$ cat src/rtl/delay_eye_scan_controller.sv
// Eye-scan sequencer for a cascaded input delay pair: sweeps all taps, finds the longest
// error-free run and loads its centre. Optional trace outputs under DELAY_EYE_SCAN_TRACE_EN.
module delay_eye_scan_controller #(
    parameter int unsigned MAX_TAP       = 511,
    parameter int unsigned SETTLE_CYCLES = 8,
    parameter int unsigned SAMPLE_CYCLES = 16
) (
    input  logic       clk,
    input  logic       reset_n,
    input  logic       scan__start,
    input  logic       scan__abort,
    input  logic       manual__load,
    input  logic [8:0] manual__value,
    input  logic       data_sample,
    input  logic       expected,
    output logic       delay__load,
    output logic [8:0] delay__value,
    output logic       busy,
    output logic       result__valid,
    output logic       result__fail,
    output logic [8:0] result__tap,
    output logic [9:0] result__width
`ifdef DELAY_EYE_SCAN_TRACE_EN
    ,
    output logic       trace__valid,
    output logic [8:0] trace__tap,
    output logic       trace__good
`endif
);

    typedef enum logic [2:0] {
        StIdle,
        StLoad,
        StSettle,
        StSample,
        StStep,
        StCentre,
        StDone
    } state_e;

    state_e     state_q;
    logic [8:0] tap_q;
    logic [7:0] cnt_q;
    logic       tap_bad_q;
    logic [8:0] cur_start_q;
    logic [9:0] cur_len_q;
    logic [8:0] best_start_q;
    logic [9:0] best_len_q;
    logic       delay_load_q;
    logic [8:0] delay_value_q;
    logic       busy_q;
    logic       res_valid_q;
    logic       res_fail_q;
    logic [8:0] res_tap_q;
    logic [9:0] res_width_q;
`ifdef DELAY_EYE_SCAN_TRACE_EN
    logic       trace_valid_q;
    logic [8:0] trace_tap_q;
    logic       trace_good_q;
`endif

    logic       mismatch;
    logic       tap_good;
    logic [9:0] cur_len_ext;
    logic [8:0] step_cur_start;
    logic       best_upd;
    logic [9:0] step_best_len;
    logic [8:0] step_best_start;
    logic [8:0] step_centre;

    // Run-tracker values as they will be after the current STEP cycle.
    always_comb begin
        mismatch        = data_sample ^ expected;
        tap_good        = !tap_bad_q;
        cur_len_ext     = cur_len_q + 10'd1;
        step_cur_start  = (cur_len_q == 10'd0) ? tap_q : cur_start_q;
        best_upd        = tap_good && (cur_len_ext > best_len_q);
        step_best_len   = best_upd ? cur_len_ext : best_len_q;
        step_best_start = best_upd ? step_cur_start : best_start_q;
        step_centre     = (step_best_len == 10'd0) ? 9'd0 :
                          step_best_start + 9'((step_best_len - 10'd1) >> 1);
    end

    always_ff @(posedge clk or negedge reset_n) begin
        if (!reset_n) begin
            state_q       <= StIdle;
            tap_q         <= '0;
            cnt_q         <= '0;
            tap_bad_q     <= 1'b0;
            cur_start_q   <= '0;
            cur_len_q     <= '0;
            best_start_q  <= '0;
            best_len_q    <= '0;
            delay_load_q  <= 1'b0;
            delay_value_q <= '0;
            busy_q        <= 1'b0;
            res_valid_q   <= 1'b0;
            res_fail_q    <= 1'b0;
            res_tap_q     <= '0;
            res_width_q   <= '0;
`ifdef DELAY_EYE_SCAN_TRACE_EN
            trace_valid_q <= 1'b0;
            trace_tap_q   <= '0;
            trace_good_q  <= 1'b0;
`endif
        end else begin
            delay_load_q <= 1'b0;
            res_valid_q  <= 1'b0;
`ifdef DELAY_EYE_SCAN_TRACE_EN
            trace_valid_q <= 1'b0;
`endif
            if (scan__abort && state_q != StIdle) begin
                state_q <= StIdle;
                busy_q  <= 1'b0;
            end else begin
                case (state_q)
                    StIdle: begin
                        if (scan__start) begin
                            state_q       <= StLoad;
                            busy_q        <= 1'b1;
                            tap_q         <= '0;
                            cur_start_q   <= '0;
                            cur_len_q     <= '0;
                            best_start_q  <= '0;
                            best_len_q    <= '0;
                            delay_load_q  <= 1'b1;
                            delay_value_q <= '0;
                        end else if (manual__load) begin
                            delay_load_q  <= 1'b1;
                            delay_value_q <= manual__value;
                        end
                    end
                    StLoad: begin
                        state_q <= StSettle;
                        cnt_q   <= '0;
                    end
                    StSettle: begin
                        if (cnt_q == 8'(SETTLE_CYCLES - 1)) begin
                            state_q   <= StSample;
                            cnt_q     <= '0;
                            tap_bad_q <= 1'b0;
                        end else begin
                            cnt_q <= cnt_q + 8'd1;
                        end
                    end
                    StSample: begin
                        tap_bad_q <= tap_bad_q | mismatch;
                        if (cnt_q == 8'(SAMPLE_CYCLES - 1)) begin
                            state_q <= StStep;
`ifdef DELAY_EYE_SCAN_TRACE_EN
                            trace_valid_q <= 1'b1;
                            trace_tap_q   <= tap_q;
                            trace_good_q  <= !(tap_bad_q | mismatch);
`endif
                        end else begin
                            cnt_q <= cnt_q + 8'd1;
                        end
                    end
                    StStep: begin
                        cur_len_q    <= tap_good ? cur_len_ext : 10'd0;
                        cur_start_q  <= step_cur_start;
                        best_len_q   <= step_best_len;
                        best_start_q <= step_best_start;
                        delay_load_q <= 1'b1;
                        if (tap_q == 9'(MAX_TAP)) begin
                            state_q       <= StCentre;
                            delay_value_q <= step_centre;
                        end else begin
                            state_q       <= StLoad;
                            tap_q         <= tap_q + 9'd1;
                            delay_value_q <= tap_q + 9'd1;
                        end
                    end
                    StCentre: begin
                        // delay_value_q already holds the centre tap being loaded now.
                        state_q     <= StDone;
                        res_valid_q <= 1'b1;
                        res_tap_q   <= delay_value_q;
                        res_width_q <= best_len_q;
                        res_fail_q  <= (best_len_q == 10'd0);
                    end
                    StDone: begin
                        state_q <= StIdle;
                        busy_q  <= 1'b0;
                    end
                    default: begin
                        state_q <= StIdle;
                        busy_q  <= 1'b0;
                    end
                endcase
            end
        end
    end

    assign delay__load   = delay_load_q;
    assign delay__value  = delay_value_q;
    assign busy          = busy_q;
    assign result__valid = res_valid_q;
    assign result__fail  = res_fail_q;
    assign result__tap   = res_tap_q;
    assign result__width = res_width_q;
`ifdef DELAY_EYE_SCAN_TRACE_EN
    assign trace__valid  = trace_valid_q;
    assign trace__tap    = trace_tap_q;
    assign trace__good   = trace_good_q;
`endif

endmodule

$ cat config.mk
export PLATFORM = sky130hd
export DESIGN_NAME = delay_eye_scan_controller
export DESIGN_NICKNAME = d
export VERILOG_FILES = /design/src/rtl/delay_eye_scan_controller.sv
export SDC_FILE = /design/constraint.sdc
export NUM_CORES = 1
export LEC_CHECK = 0
export CORE_MARGIN = 2
export CORE_UTILIZATION = 45
export DETAILED_ROUTE_END_ITERATION = 10
export PLACE_DENSITY = 0.74
export SYNTH_ARGS = -nofsm -noshare
export SYNTH_HDL_FRONTEND = slang
export SYNTH_SLANG_ARGS = --single-unit
$ cat constraint.sdc
create_clock -name clk -period 10.7 [get_ports clk]
set_clock_uncertainty 0.15 [all_clocks]
set_input_delay 2.675 -clock clk [delete_from_list [all_inputs] [get_ports clk]]
set_output_delay 2.675 -clock clk [all_outputs]
set_load 0.01 [all_outputs]
run_1/wires.png
The bar under the picture is 20 um long.
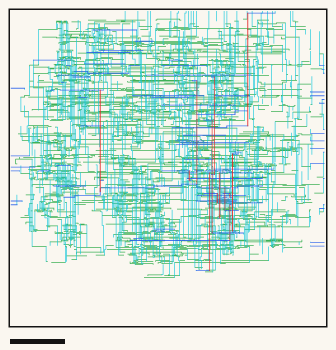
| layer | colour | wire length |
|---|---|---|
| metal 4 | red | 300 um |
| metal 3 | blue | 830 um |
| metal 2 | cyan | 6180 um |
| metal 1 | green | 6350 um |

run_1/congestion.png
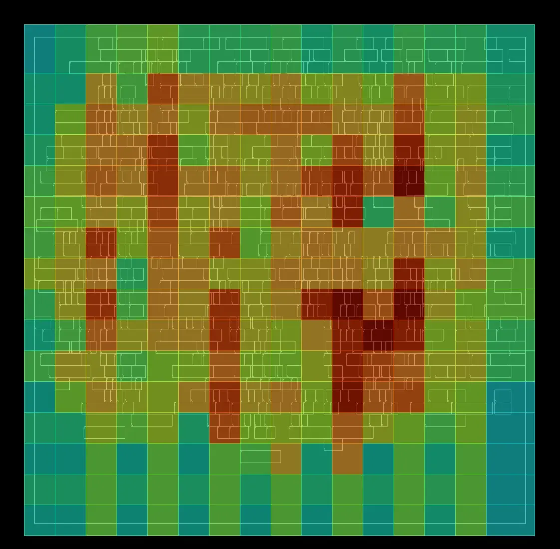
final core utilization: 52.8%
overall routing resource usage: 21.9%
global routing usage on met3: 4.24%
met2 layer usage reported by global route: 33.8%
final routed wire length divided by cell count: 17.7 um

==> impl_metrics.json, run 1 <==
{
  "drtIter0Drc": 430,
  "post-route-drc-count": 0,
  "grt.overflow.total": 0,
  "vias": 4543,
  "power.share.sequential_pct": 42.2,
  "syn2layout_area_growth_pct": 15.4,
  "comb_power_share_pct": 23.5,
  "max_slew.worst_pin.slew_ps": 1030,
  "warnings": 28,
  "hold_slack_ps": 355,
  "met2_length_um": 6180,
  "met1Wirelength_um": 6350,
  "cp-endpoint": "delay__value[6]",
  "final_cells": 771,
  "tritoncts.num_buffers": 9,
  "place.port_buffers": 47,
  "drt.antenna.violating_nets": 0,
  "max_cap_viol_count": 0,
  "combined_area_of_all_synthesized_cells_sq_um": 5480,
  "fin_crit_ps": 6640,
  "ctsLongestPathBuffers": 2,
  "post-synth-top-area-fraction_pct": 41.6,
  "crit_family": "AND-OR/OR-AND gates",
  "net-switching-power_uw": 297,
  "multi_input_combinational_gate_total": 439,
  "syn-mean-instance-area_sq_um": 9.30,
  "critical_path_peak_fanout": 13,
  "most_used_cell_along_the_critical_path": "ha_1",
  "min_from": "result__width[6]",
  "run_status": "finished, final reports clean",
  "pre_placement_core_utilization_pct": 45.8,
  "route.top_layer_used": "met4",
  "top_cells_by_count": "dfrtp_1 (91), nand2_1 (54), o21ai_0 (53)",
  "n_antenna_cell": 0,
  "rrSetupSlack_ps": 4060,
  "grt.busiest_layer": "met2",
  "p_leak_uw": 0.00278,
  "yosys-dominant-comb-family": "AND-OR/OR-AND gates",
  "placed_cells_incl_taps": 755,
  "logic_area_sq_um": 2940,
  "buffer_area_share_pct": 7.64,
  "post_route_cells_drive_above_1_share_pct": 8.49,
  "critical_path.reg2reg.startpoint": "cur_len_q[2]",
  "ctsRootBufferMaster": "clkbuf_16",
  "synthAdderAreaFrac_pct": 6.08
}
run_1/detail.png
The bar under the picture is 5 um long. Window x 47 to 67, y 70 to 90 um. Cells in grey, sequential cells in the stronger grey; small squares are vias.
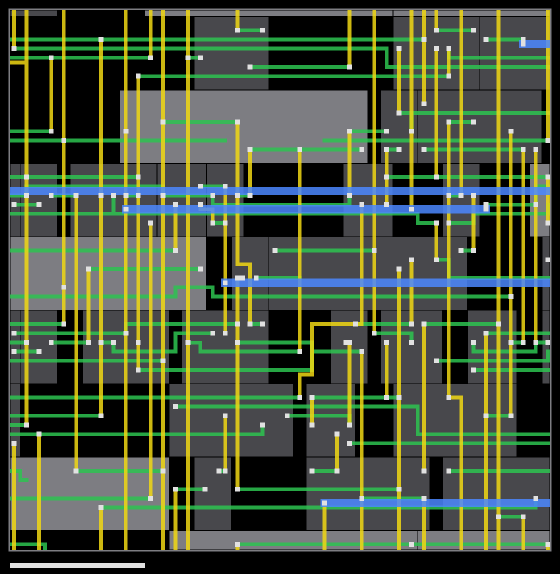
| layer | colour |
|---|---|
| metal 2 | yellow |
| metal 1 | green |
| metal 3 | blue |
netlist names of flops here include: best_start_q (3)
most frequent: ha_1 (5), nand2_1 (4), a22o_1 (4)
cells with their middle in the window: 27
sequential cells in the window: 3

run_1/flops_by_reg.png
The bar under the picture is 20 um long. Other sequential cells in the stronger grey, the rest of the logic in the fainter grey.
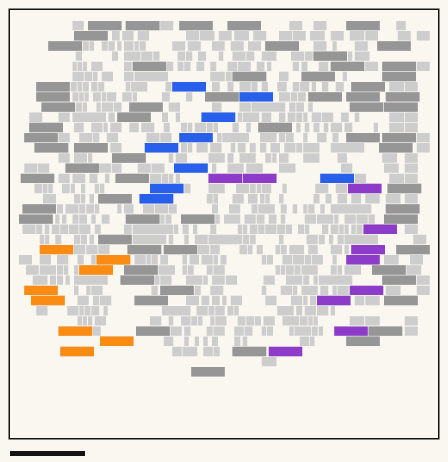

--- run 2 (diff from run 1) ---
--- a/config.mk
+++ b/config.mk
@@ -8,7 +8,7 @@
 export CORE_MARGIN = 2
 export CORE_UTILIZATION = 45
 export DETAILED_ROUTE_END_ITERATION = 10
-export PLACE_DENSITY = 0.74
+export PLACE_DENSITY = 0.76
 export SYNTH_ARGS = -nofsm -noshare
 export SYNTH_HDL_FRONTEND = slang
 export SYNTH_SLANG_ARGS = --single-unit
==> constraint.sdc (replaced) <==
create_clock -name clk -period 5.9 [get_ports clk]
set_clock_uncertainty 0.15 [all_clocks]
set_input_delay 1.475 -clock clk [delete_from_list [all_inputs] [get_ports clk]]
set_output_delay 1.475 -clock clk [all_outputs]
set_load 0.01 [all_outputs]
run_2/flops_by_reg.png
The bar under the picture is 20 um long. Other sequential cells in the stronger grey, the rest of the logic in the fainter grey.
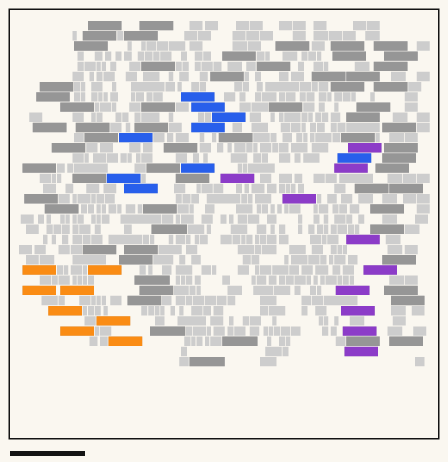
| name in the netlist | colour | flops |
|---|---|---|
| best_len_q | purple | 10 |
| best_start_q | blue | 9 |
| cnt_q | orange | 8 |
not coloured: 64

run_2/wires.png
The bar under the picture is 20 um long.
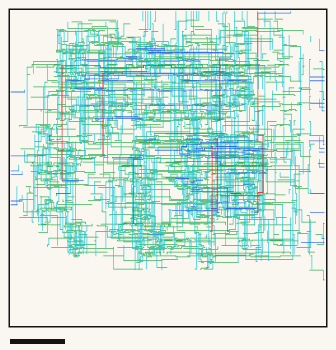
| layer | colour | wire length |
|---|---|---|
| metal 2 | cyan | 6370 um |
| metal 3 | blue | 987 um |
| metal 1 | green | 6280 um |
| metal 4 | red | 266 um |
total routed wirelength: 13900 um
final routed wire length divided by cell count: 17.7 um
detailed-route via count: 4665
overall routing resource usage: 22.4%

==> run 2 against run 1 <==
Compared with the run above:
- wire length up 1.8%
- synthesized area unchanged
- highest routed layer unchanged
- core utilization up 1.1 points
- non-clock buffer count up 15
- critical endpoint is now delay__value[7]
- combinational power up 83%
- synthesized cell count unchanged
- setup slack worse by 3700 ps
- hold slack worse by 4.5 ps
- clock-buffer cell count up 1
- sequential power up 81%
- largest power group unchanged
==> impl_metrics.json, run 2 <==
{
  "final_cells": 786,
  "seq_cell_power_uw": 771,
  "yosys-dominant-comb-family": "AND-OR/OR-AND gates",
  "postCtsSetupRepairBufs": 0,
  "route.top_layer_used": "met4",
  "final.setup.tns_ps": 0,
  "power.share.sequential_pct": 42.7,
  "gpl.final_weighted_congestion": 0.992,
  "use_met2_pct": 34.3,
  "post_route_cells_drive_above_1_share_pct": 12.4,
  "buffer_area_share_pct": 9.22,
  "n_antenna_cell": 0,
  "met1Wirelength_um": 6280,
  "ctsRootBufferMaster": "clkbuf_16",
  "enable_flop_cells": 0,
  "grt_util_met3_pct": 5.77,
  "cp-endpoint": "delay__value[7]",
  "inv_count": 29,
  "number_of_antenna_violations_at_the_first_check_in_global_routing": 0,
  "tritoncts.num_buffers": 9,
  "comb_power_share_pct": 24.0,
  "critical_path_peak_fanout": 7,
  "max_slew.worst_pin.slew_ps": 1010,
  "drtIter0Drc": 482,
  "p_leak_uw": 0.00284,
  "syn-mean-instance-area_sq_um": 9.30,
  "post-synth-top-area-fraction_pct": 41.6,
  "filler_cell_count": 1063,
  "net-switching-power_uw": 546,
  "drt.antenna.violating_nets": 0,
  "max_clock_freq_mhz": 180,
  "most_used_cell_along_the_critical_path": "ha_1",
  "critical_path_cell_count": 24,
  "rrSetupSlack_ps": 350,
  "pre_placement_core_utilization_pct": 45.8,
  "top_cells_by_count": "dfrtp_1 (91), nand2_1 (54), o21ai_0 (53)",
  "multi_input_combinational_gate_total": 439,
  "critical_path.reg2reg.startpoint": "cur_len_q[5]",
  "logic_area_sq_um": 2980,
  "place.port_buffers": 47,
  "worst_slew_margin_rel_pct": 32.4,
  "run_status": "finished, final reports clean",
  "max_cap_viol_count": 0,
  "ctsLongestPathBuffers": 2,
  "combined_area_of_all_synthesized_cells_sq_um": 5480,
  "grt.overflow.total": 0,
  "grt.busiest_layer": "met2",
  "post-route-drc-count": 0,
  "hold_slack_ps": 351,
  "placed_cells_incl_taps": 769,
  "dominant_power_group": "registers",
  "fin_crit_ps": 5550,
  "setup_viol_count_final": 0,
  "min_from": "cur_start_q[2]",
  "synthAdderAreaFrac_pct": 6.08,
  "crit_family": "simple AND/OR/NAND/NOR gates",
  "final_core_utilization_pct": 54.0
}
run_2/detail.png
The bar under the picture is 5 um long. Window x 47 to 67, y 70 to 90 um. Cells in grey, sequential cells in the stronger grey; small squares are vias.
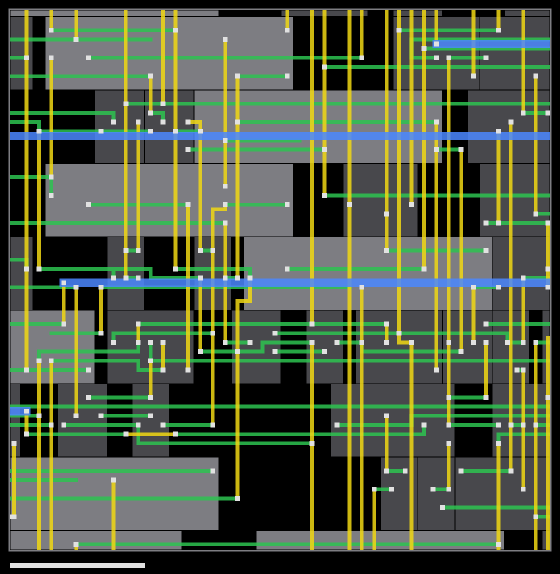

--- run 3 (diff from run 2) ---
--- a/config.mk
+++ b/config.mk
@@ -8,6 +8,7 @@
 export CORE_MARGIN = 2
 export CORE_UTILIZATION = 45
 export DETAILED_ROUTE_END_ITERATION = 10
+export GPL_TIMING_DRIVEN = 0
 export PLACE_DENSITY = 0.76
 export SYNTH_ARGS = -nofsm -noshare
 export SYNTH_HDL_FRONTEND = slang
run_3/detail.png
The bar under the picture is 5 um long. Window x 47 to 67, y 70 to 90 um. Cells in grey, sequential cells in the stronger grey; small squares are vias.
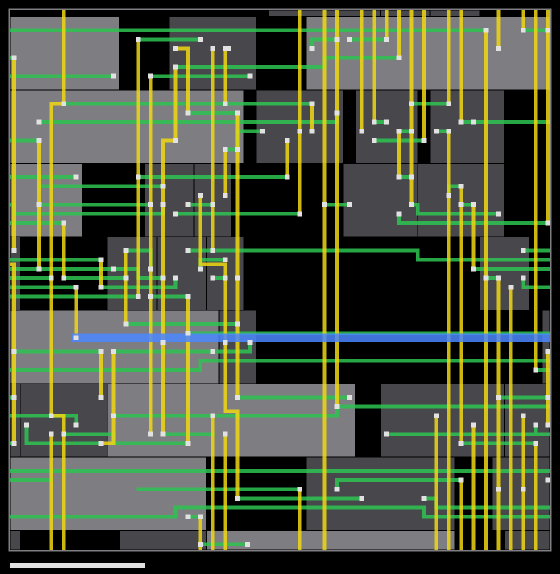
| layer | colour |
|---|---|
| metal 1 | green |
| metal 3 | blue |
| metal 2 | yellow |
cells with their middle in the window: 23
sequential cells in the window: 5
netlist names of flops here include: best_start_q (3)
most frequent: dfrtp_1 (4)

==> run 3 against run 2 <==
Compared with the run above:
- sequential power shrank 2%
- non-clock buffer count grew 37
- highest routed layer unchanged
- register-to-register slack lost 190 ps
- critical endpoint is now delay__value[5]
- critical path type unchanged
- sequential share of layout area shrank 2.3 points
==> impl_metrics.json, run 3 <==
{
  "run_status": "finished, final reports clean",
  "layout_top_cells_excl_fill_tap": "dfrtp_1 (87), nand2_1 (51), o21ai_0 (48), nor2_1 (47), clkdlybuf4s50_1 (46)",
  "ctsRootBufferMaster": "clkbuf_16",
  "synth_area_leader_cell": "dfrtp_1",
  "drt.antenna.violating_nets": 0,
  "max_slew.worst_pin.slew_ps": 642,
  "gpl.final_weighted_congestion": 0.932,
  "number_of_antenna_violations_at_the_first_check_in_global_routing": 0,
  "syn2layout_area_growth_pct": 26.1,
  "grt.overflow.total": 0,
  "worst_slew_margin_rel_pct": 56.8,
  "combined_area_of_all_synthesized_cells_sq_um": 5480,
  "drtIter0Drc": 466,
  "comb_power_share_pct": 25.6,
  "grt.busiest_layer": "met2",
  "dominant_power_group": "registers",
  "enable_flop_cells": 0,
  "crit_family": "AND-OR/OR-AND gates",
  "placed_cells_incl_taps": 784,
  "pre_placement_core_utilization_pct": 45.8,
  "max_cap_viol_count": 0,
  "cp-endpoint": "delay__value[5]",
  "inv_count": 29,
  "fin_nets": 713,
  "syn-mean-instance-area_sq_um": 9.30,
  "fin_crit_ps": 5740,
  "critical_path.reg2reg.startpoint": "cur_len_q[1]",
  "buffer_area_share_pct": 12.2,
  "final_cells": 823,
  "post-route-drc-count": 0,
  "tritoncts.num_buffers": 9,
  "synthAdderAreaFrac_pct": 6.08,
  "warnings": 28,
  "critical_path_peak_fanout": 10,
  "postCtsSetupRepairBufs": 7,
  "setup_viol_count_final": 0,
  "met1Wirelength_um": 6490,
  "top_cells_by_count": "dfrtp_1 (91), nand2_1 (54), o21ai_0 (53)",
  "rrSetupSlack_ps": 160,
  "yosysSeqAreaShare_pct": 41.6,
  "ctsLongestPathBuffers": 2,
  "multi_input_combinational_gate_total": 439,
  "power.share.sequential_pct": 40.5,
  "place_worst_setup_slack_ps": -959,
  "n_antenna_cell": 0,
  "use_met2_pct": 36.7,
  "critical_path_cell_count": 27,
  "final.setup.tns_ps": 0,
  "post_route_cells_drive_above_1_share_pct": 17.6,
  "synthAoiAreaFrac_pct": 18.5,
  "logic_area_sq_um": 3170,
  "seq_cell_power_uw": 759,
  "post-synth-top-area-fraction_pct": 41.6,
  "max_clock_freq_mhz": 174,
  "cpMaxStageDelayCell": "dfrtp_2",
  "min_from": "best_start_q[7]",
  "route.top_layer_used": "met4",
  "net-switching-power_uw": 569,
  "grt_util_met3_pct": 4.55,
  "yosys-dominant-comb-family": "AND-OR/OR-AND gates",
  "filler_cell_count": 1007,
  "place.port_buffers": 47,
  "hold_path.class": "flip-flop to flip-flop",
  "hold_slack_ps": 353,
  "met2_length_um": 7190
}
run_3/wires.png
The bar under the picture is 20 um long.
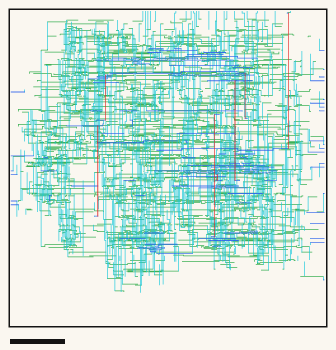
| layer | colour | wire length |
|---|---|---|
| metal 4 | red | 197 um |
| metal 3 | blue | 912 um |
| metal 1 | green | 6490 um |
| metal 2 | cyan | 7190 um |
final routed wire length divided by cell count: 18.0 um
overall routing resource usage: 22.9%
detailed-route via count: 4869
total routed wirelength: 14800 um

Power is estimated from default activity; no workload was simulated.
